<file path="src/rtl/pc_sequencer.sv">
`default_nettype none
// ============================================================================
//  Module      : pc_sequencer
//  Description : Multi-cycle control FSM for the image down-sampler processor.
//                Sequences the program counter and the instruction fetch:
//                  IDLE -> LOAD -> FETCH -> DECODE -> EXEC -> FETCH ...
//                with a halt opcode that parks the FSM in HALT, and a
//                retired-instruction counter.
//
//  Ports
//    clk          : clock, all state on the rising edge
//    rst          : asynchronous, active-high reset
//    start        : begin execution (sampled in IDLE and HALT only)
//    pc_val       : current PC value (PC lives outside this block)
//    pc_en        : load PC from pc_load at the next edge
//    pc_incr_en   : increment PC at the next edge
//    pc_load      : PC load value (START_ADDR in LOAD, br_target on branch)
//    im_req       : instruction fetch request, held until im_ack
//    im_addr      : fetch address, always equal to pc_val
//    im_ack       : im_rdata valid this cycle
//    im_rdata     : fetched instruction
//    ir           : instruction register
//    exec_start   : one-cycle pulse, ir is ready for the datapath
//    exec_done    : datapath finished the current instruction
//    br_taken     : branch taken, qualified by exec_done
//    br_target    : branch target, qualified by exec_done && br_taken
//    busy         : high in every state except IDLE and HALT
//    halted       : high in HALT
//    instr_count  : number of retired instructions (wraps at 16 bits)
//
//  Revision    : 1.0  initial release
// ============================================================================
module pc_sequencer #(
    parameter int                ADDR_W     = 16,
    parameter int                INSTR_W    = 16,
    parameter int                OPC_W      = 4,
    parameter logic [OPC_W-1:0]  HALT_OP    = 4'hF,
    parameter logic [ADDR_W-1:0] START_ADDR = 16'd0
) (
    input  logic                clk,
    input  logic                rst,
    input  logic                start,
    input  logic [ADDR_W-1:0]   pc_val,
    output logic                pc_en,
    output logic                pc_incr_en,
    output logic [ADDR_W-1:0]   pc_load,
    output logic                im_req,
    output logic [ADDR_W-1:0]   im_addr,
    input  logic                im_ack,
    input  logic [INSTR_W-1:0]  im_rdata,
    output logic [INSTR_W-1:0]  ir,
    output logic                exec_start,
    input  logic                exec_done,
    input  logic                br_taken,
    input  logic [ADDR_W-1:0]   br_target,
    output logic                busy,
    output logic                halted,
    output logic [15:0]         instr_count
);

    localparam int c_CNT_W = 16;

    // ------------------------------------------------------------------
    // State encoding
    // ------------------------------------------------------------------
    typedef enum logic [2:0] {
        S_IDLE   = 3'd0,
        S_LOAD   = 3'd1,
        S_FETCH  = 3'd2,
        S_DECODE = 3'd3,
        S_EXEC   = 3'd4,
        S_HALT   = 3'd5
    } state_t;

    state_t               r_state;
    state_t               w_state_nxt;

    logic [INSTR_W-1:0]   r_ir;
    logic [c_CNT_W-1:0]   r_instr_count;

    logic [OPC_W-1:0]     w_opcode;
    logic                 w_is_halt;
    logic                 w_ir_load;
    logic                 w_retire;
    logic                 w_branch;

    // ------------------------------------------------------------------
    // Qualified events. Every input is gated by the state in which it is
    // meaningful, so stray acks / dones in other states have no effect.
    // ------------------------------------------------------------------
    assign w_opcode  = r_ir[INSTR_W-1 -: OPC_W];
    assign w_is_halt = (w_opcode == HALT_OP);
    assign w_ir_load = (r_state == S_FETCH) && im_ack;
    assign w_retire  = (r_state == S_EXEC)  && exec_done;
    assign w_branch  = w_retire && br_taken;

    // ------------------------------------------------------------------
    // State register
    // ------------------------------------------------------------------
    always_ff @(posedge clk or posedge rst) begin
        if (rst) begin
            r_state <= S_IDLE;
        end else begin
            r_state <= w_state_nxt;
        end
    end

    // ------------------------------------------------------------------
    // Instruction register: captured only on the ack cycle of a fetch, so
    // it stays stable from DECODE through EXEC until the next fetch ack.
    // ------------------------------------------------------------------
    always_ff @(posedge clk or posedge rst) begin
        if (rst) begin
            r_ir <= '0;
        end else if (w_ir_load) begin
            r_ir <= im_rdata;
        end
    end

    // ------------------------------------------------------------------
    // Retired-instruction counter. Not cleared by start; wraps naturally.
    // ------------------------------------------------------------------
    always_ff @(posedge clk or posedge rst) begin
        if (rst) begin
            r_instr_count <= '0;
        end else if (w_retire) begin
            r_instr_count <= r_instr_count + 1'b1;
        end
    end

    // ------------------------------------------------------------------
    // Next-state and strobe decode. The strobes are functions of the
    // registered state (plus exec_done/br_taken for the branch load), so
    // an asynchronous reset of r_state drops them in the same cycle.
    // ------------------------------------------------------------------
    always_comb begin
        w_state_nxt = r_state;
        pc_en       = 1'b0;
        pc_incr_en  = 1'b0;
        pc_load     = '0;
        im_req      = 1'b0;
        exec_start  = 1'b0;

        case (r_state)
            S_IDLE: begin
                if (start) begin
                    w_state_nxt = S_LOAD;
                end
            end

            S_LOAD: begin
                pc_en       = 1'b1;
                pc_load     = START_ADDR;
                w_state_nxt = S_FETCH;
            end

            S_FETCH: begin
                im_req = 1'b1;
                if (im_ack) begin
                    w_state_nxt = S_DECODE;
                end
            end

            S_DECODE: begin
                // A halt leaves the PC pointing at the halt instruction.
                if (w_is_halt) begin
                    w_state_nxt = S_HALT;
                end else begin
                    pc_incr_en  = 1'b1;
                    exec_start  = 1'b1;
                    w_state_nxt = S_EXEC;
                end
            end

            S_EXEC: begin
                // The increment already happened in DECODE, so a taken
                // branch is a plain load here and never overlaps it.
                if (w_retire) begin
                    w_state_nxt = S_FETCH;
                    if (w_branch) begin
                        pc_en   = 1'b1;
                        pc_load = br_target;
                    end
                end
            end

            S_HALT: begin
                if (start) begin
                    w_state_nxt = S_LOAD;
                end
            end

            default: begin
                w_state_nxt = S_IDLE;
            end
        endcase
    end

    // ------------------------------------------------------------------
    // Registered-state decodes and pass-throughs
    // ------------------------------------------------------------------
    assign busy        = (r_state != S_IDLE) && (r_state != S_HALT);
    assign halted      = (r_state == S_HALT);
    assign im_addr     = pc_val;
    assign ir          = r_ir;
    assign instr_count = r_instr_count;

endmodule

`default_nettype wire

</file>
<file path="config.mk">
export PLATFORM = sky130hd
export DESIGN_NAME = pc_sequencer
export DESIGN_NICKNAME = d
export VERILOG_FILES = /design/src/rtl/pc_sequencer.sv
export SDC_FILE = /design/constraint.sdc
export NUM_CORES = 1
export LEC_CHECK = 0
export CAP_MARGIN = 25
export CORE_MARGIN = 3
export CORE_UTILIZATION = 39
export CTS_BUF_LIST = sky130_fd_sc_hd__clkbuf_8
export DETAILED_ROUTE_END_ITERATION = 8
export PLACE_DENSITY_LB_ADDON = 0.25
export SLEW_MARGIN = 20
export SYNTH_ARGS = -nofsm -noshare
export SYNTH_HDL_FRONTEND = slang
export SYNTH_SLANG_ARGS = --single-unit
</file>
<file path="constraint.sdc">
create_clock -name clk -period 3.1 [get_ports clk]
set_input_delay 0.775 -clock clk [delete_from_list [all_inputs] [get_ports clk]]
set_output_delay 0.775 -clock clk [all_outputs]
set_load 0.02 [all_outputs]
</file>
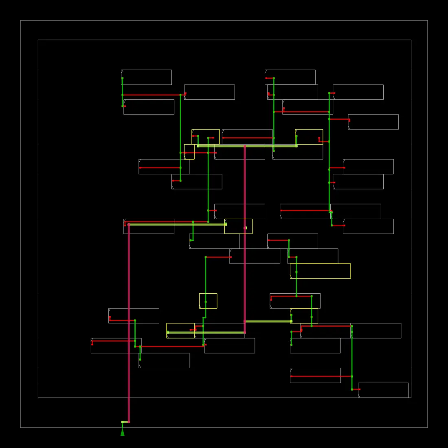
(clock wiring as the flow saved it)
clock skew: 0.00569 ns
clock buffers: 5
total CTS buffers: 5
worst skew pair latency: 0.28 ns
clock-net power: 0.408 mW

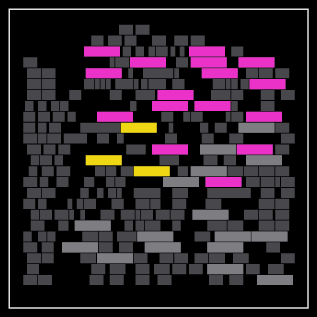
(sequential cells coloured by netlist name)
Drawn at 4 px/um.
[yellow] r_state | placed flops: 3
[magenta] instr_count | placed flops: 16
Final Util: 62.1%
Sequential Area: 876 um^2
Seq/total area: 31.7%

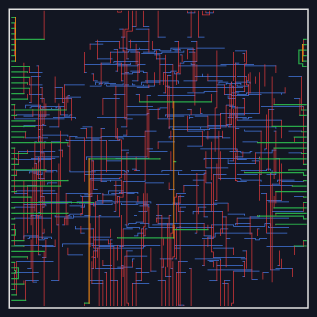
(wiring by layer)
Drawn at 4 px/um.
[green] met3 | wire length: 418 um
[red] met2 | wire length: 1990 um
[orange] met4 | wire length: 85.0 um
[blue] met1 | wire length: 1640 um
total number of vias: 1418
drt wl/cell: 14.2 um
total track usage: 16.2%
WL final: 4130 um

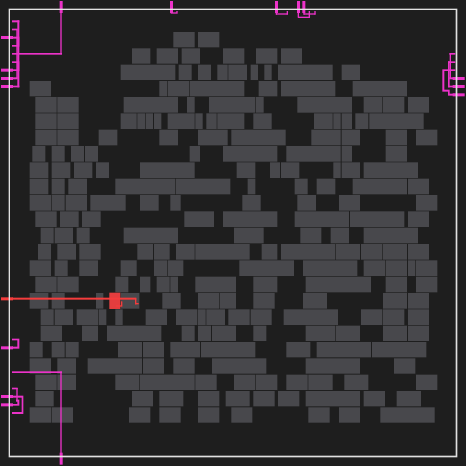
(port wiring)
Drawn at 6 px/um.
[magenta] pc_val | bits: 16 | direction: input | end cells: 0 | buffers: 0 | wire: 109 um
[red] pc_en | bits: 1 | direction: output | end cells: 1 | buffers: 1 | wire: 23.4 um
IO buf count: 91
io pins: 124

[worst paths after layout]
kind / to / slack, ns / cells after the start
worst max-delay path: pc_load[0] / 0.20 / 4
worst min-delay path: instr_count[15] / 0.48 / 1
worst max register to register: ir[15] / 1.31 / 4
worst min register to register: instr_count[15] / 0.48 / 1
max in group asynchronous: instr_count[10] / 1.57 / 3
min in group asynchronous: ir[6] / 0.84 / 2
[worst max-delay path, stage by stage]
cell and delay (ns):
clkdlybuf4s50_1 0.48, and4bb_4 0.35, and3_1 0.18, dlygate4sd2_1 0.35
[layer usage]
layer | track usage, % | routed length, um
met1 | 17.5 | 1640
met2 | 28.2 | 1990
met3 | 6.62 | 417
met4 | 6.52 | 85
met5 | 0 | 0
[synthesized netlist by cell type, types with 4 or more instances]
cell type,n
nand4_1,5
mux2_1,10
mux2_2,6
nand3_1,4
xnor2_1,13
dfrtp_1,35
and3_1,17
nand2_1,12
buf_4,18
[cells in the final DEF, fill, tap and decap left out, types with 2 or more instances in the layout]
cell	Yosys	layout
nand2_1	12	12
mux2_1	10	10
dlygate4sd2_1	0	17
xor2_1	3	3
nand4_1	5	5
clkbuf_8	0	5
xnor2_1	13	13
nor2_1	3	3
nor2b_1	2	2
mux2_2	6	6
and3_1	17	17
inv_1	3	3
buf_4	18	6
nand3_1	4	4
and4_1	2	2
o21ai_0	2	2
clkdlybuf4s50_1	0	74
dfrtp_1	35	35
[sequential cells by signal, summed over array words and instances (netlist names)]
signal       count
ir              16
instr_count     16
r_state          3
[repair_timing]
| item | in CTS | in global routing |
|---|---|---|
| setup buffers | 0 | 0 |
| gates resized | 18 | 0 |
| endpoints found under the setup margin | 17 | 0 |
[report_power, final]
group / total (mW) / switching, mW / internal (mW)
logic: 1.01 / 0.475 / 0.536
registers: 0.704 / 0.102 / 0.601
clock network: 0.408 / 0.168 / 0.239
[through the flow]
| stage | cell area, um^2 | cells |
|---|---|---|
| final | 2760 | 290 |
| after global routing | 2760 | 290 |
| after CTS | 2760 | 290 |
| after detailed placement | 2670 | 282 |
| after global placement | 2670 | 282 |
| after floorplan | 1820 | 157 |
[area by class of cell]
type	count	area share, %
Sequential cell	35	31.7
Clock buffer	5	2.49
Timing Repair Buffer	97	33.8
Clock inverter	3	1.59
Multi-Input combinational cell	95	27.6
Inverter	3	0.408
Tap cell	52	2.36
[cell families (layout without fill, tap and decap cells)]
logic type / after synthesis / after routing / synth area share [%]
xor gates and xnor gates: 16 / 16 / 7.70
DFF: 35 / 35 / 48.1
buffers and inverters: 27 / 108 / 10.2
adders and majority gates: 1 / 1 / 0.688
and+or+nand+nor: 54 / 54 / 20.2
AOI/OAI and AO/OA: 7 / 7 / 2.61
muxes: 17 / 17 / 10.5
==> metrics.csv <==
metric,value,unit
Final period util,93.7,%
layout cells sized above 1,11.3,%
actual slew at the worst max-slew pin,0.566,ns
Async SR Flop Fraction,100,%
Fin Hold WS,0.484,ns
Post-synth seq share,48.1,%
Crit Path Class,primary input to output port,
fill count,368,
warning count from the yosys run,0,
relative max-transition margin,62.2,%
post-DR vias/cell,4.89,
status,"finished, final reports clean",
MI comb area,762,um^2
pre-CTS setup slack,-0.149,ns
CP startpoint,exec_done,
drt pass-1 iters,4,
Post-DP HPWL,3290,um
R2R Path Start,r_state[1],
"Top FF cell, synth",dfrtp_1,
RSZ-0062 raised after global routing,false,
Yosys reg bits,35,
FP Rows,24,
Power Total,2.12,mW
CTS HTree Levels,2,
WP data arrival,2.13,ns
critical path peak fanout,18,
leading area contributor after synthesis,dfrtp_1,
Sum Neg Setup Slack,0,ns
chip height,74.3,um
No activity file was given, so power comes from the tool's default toggle rates.
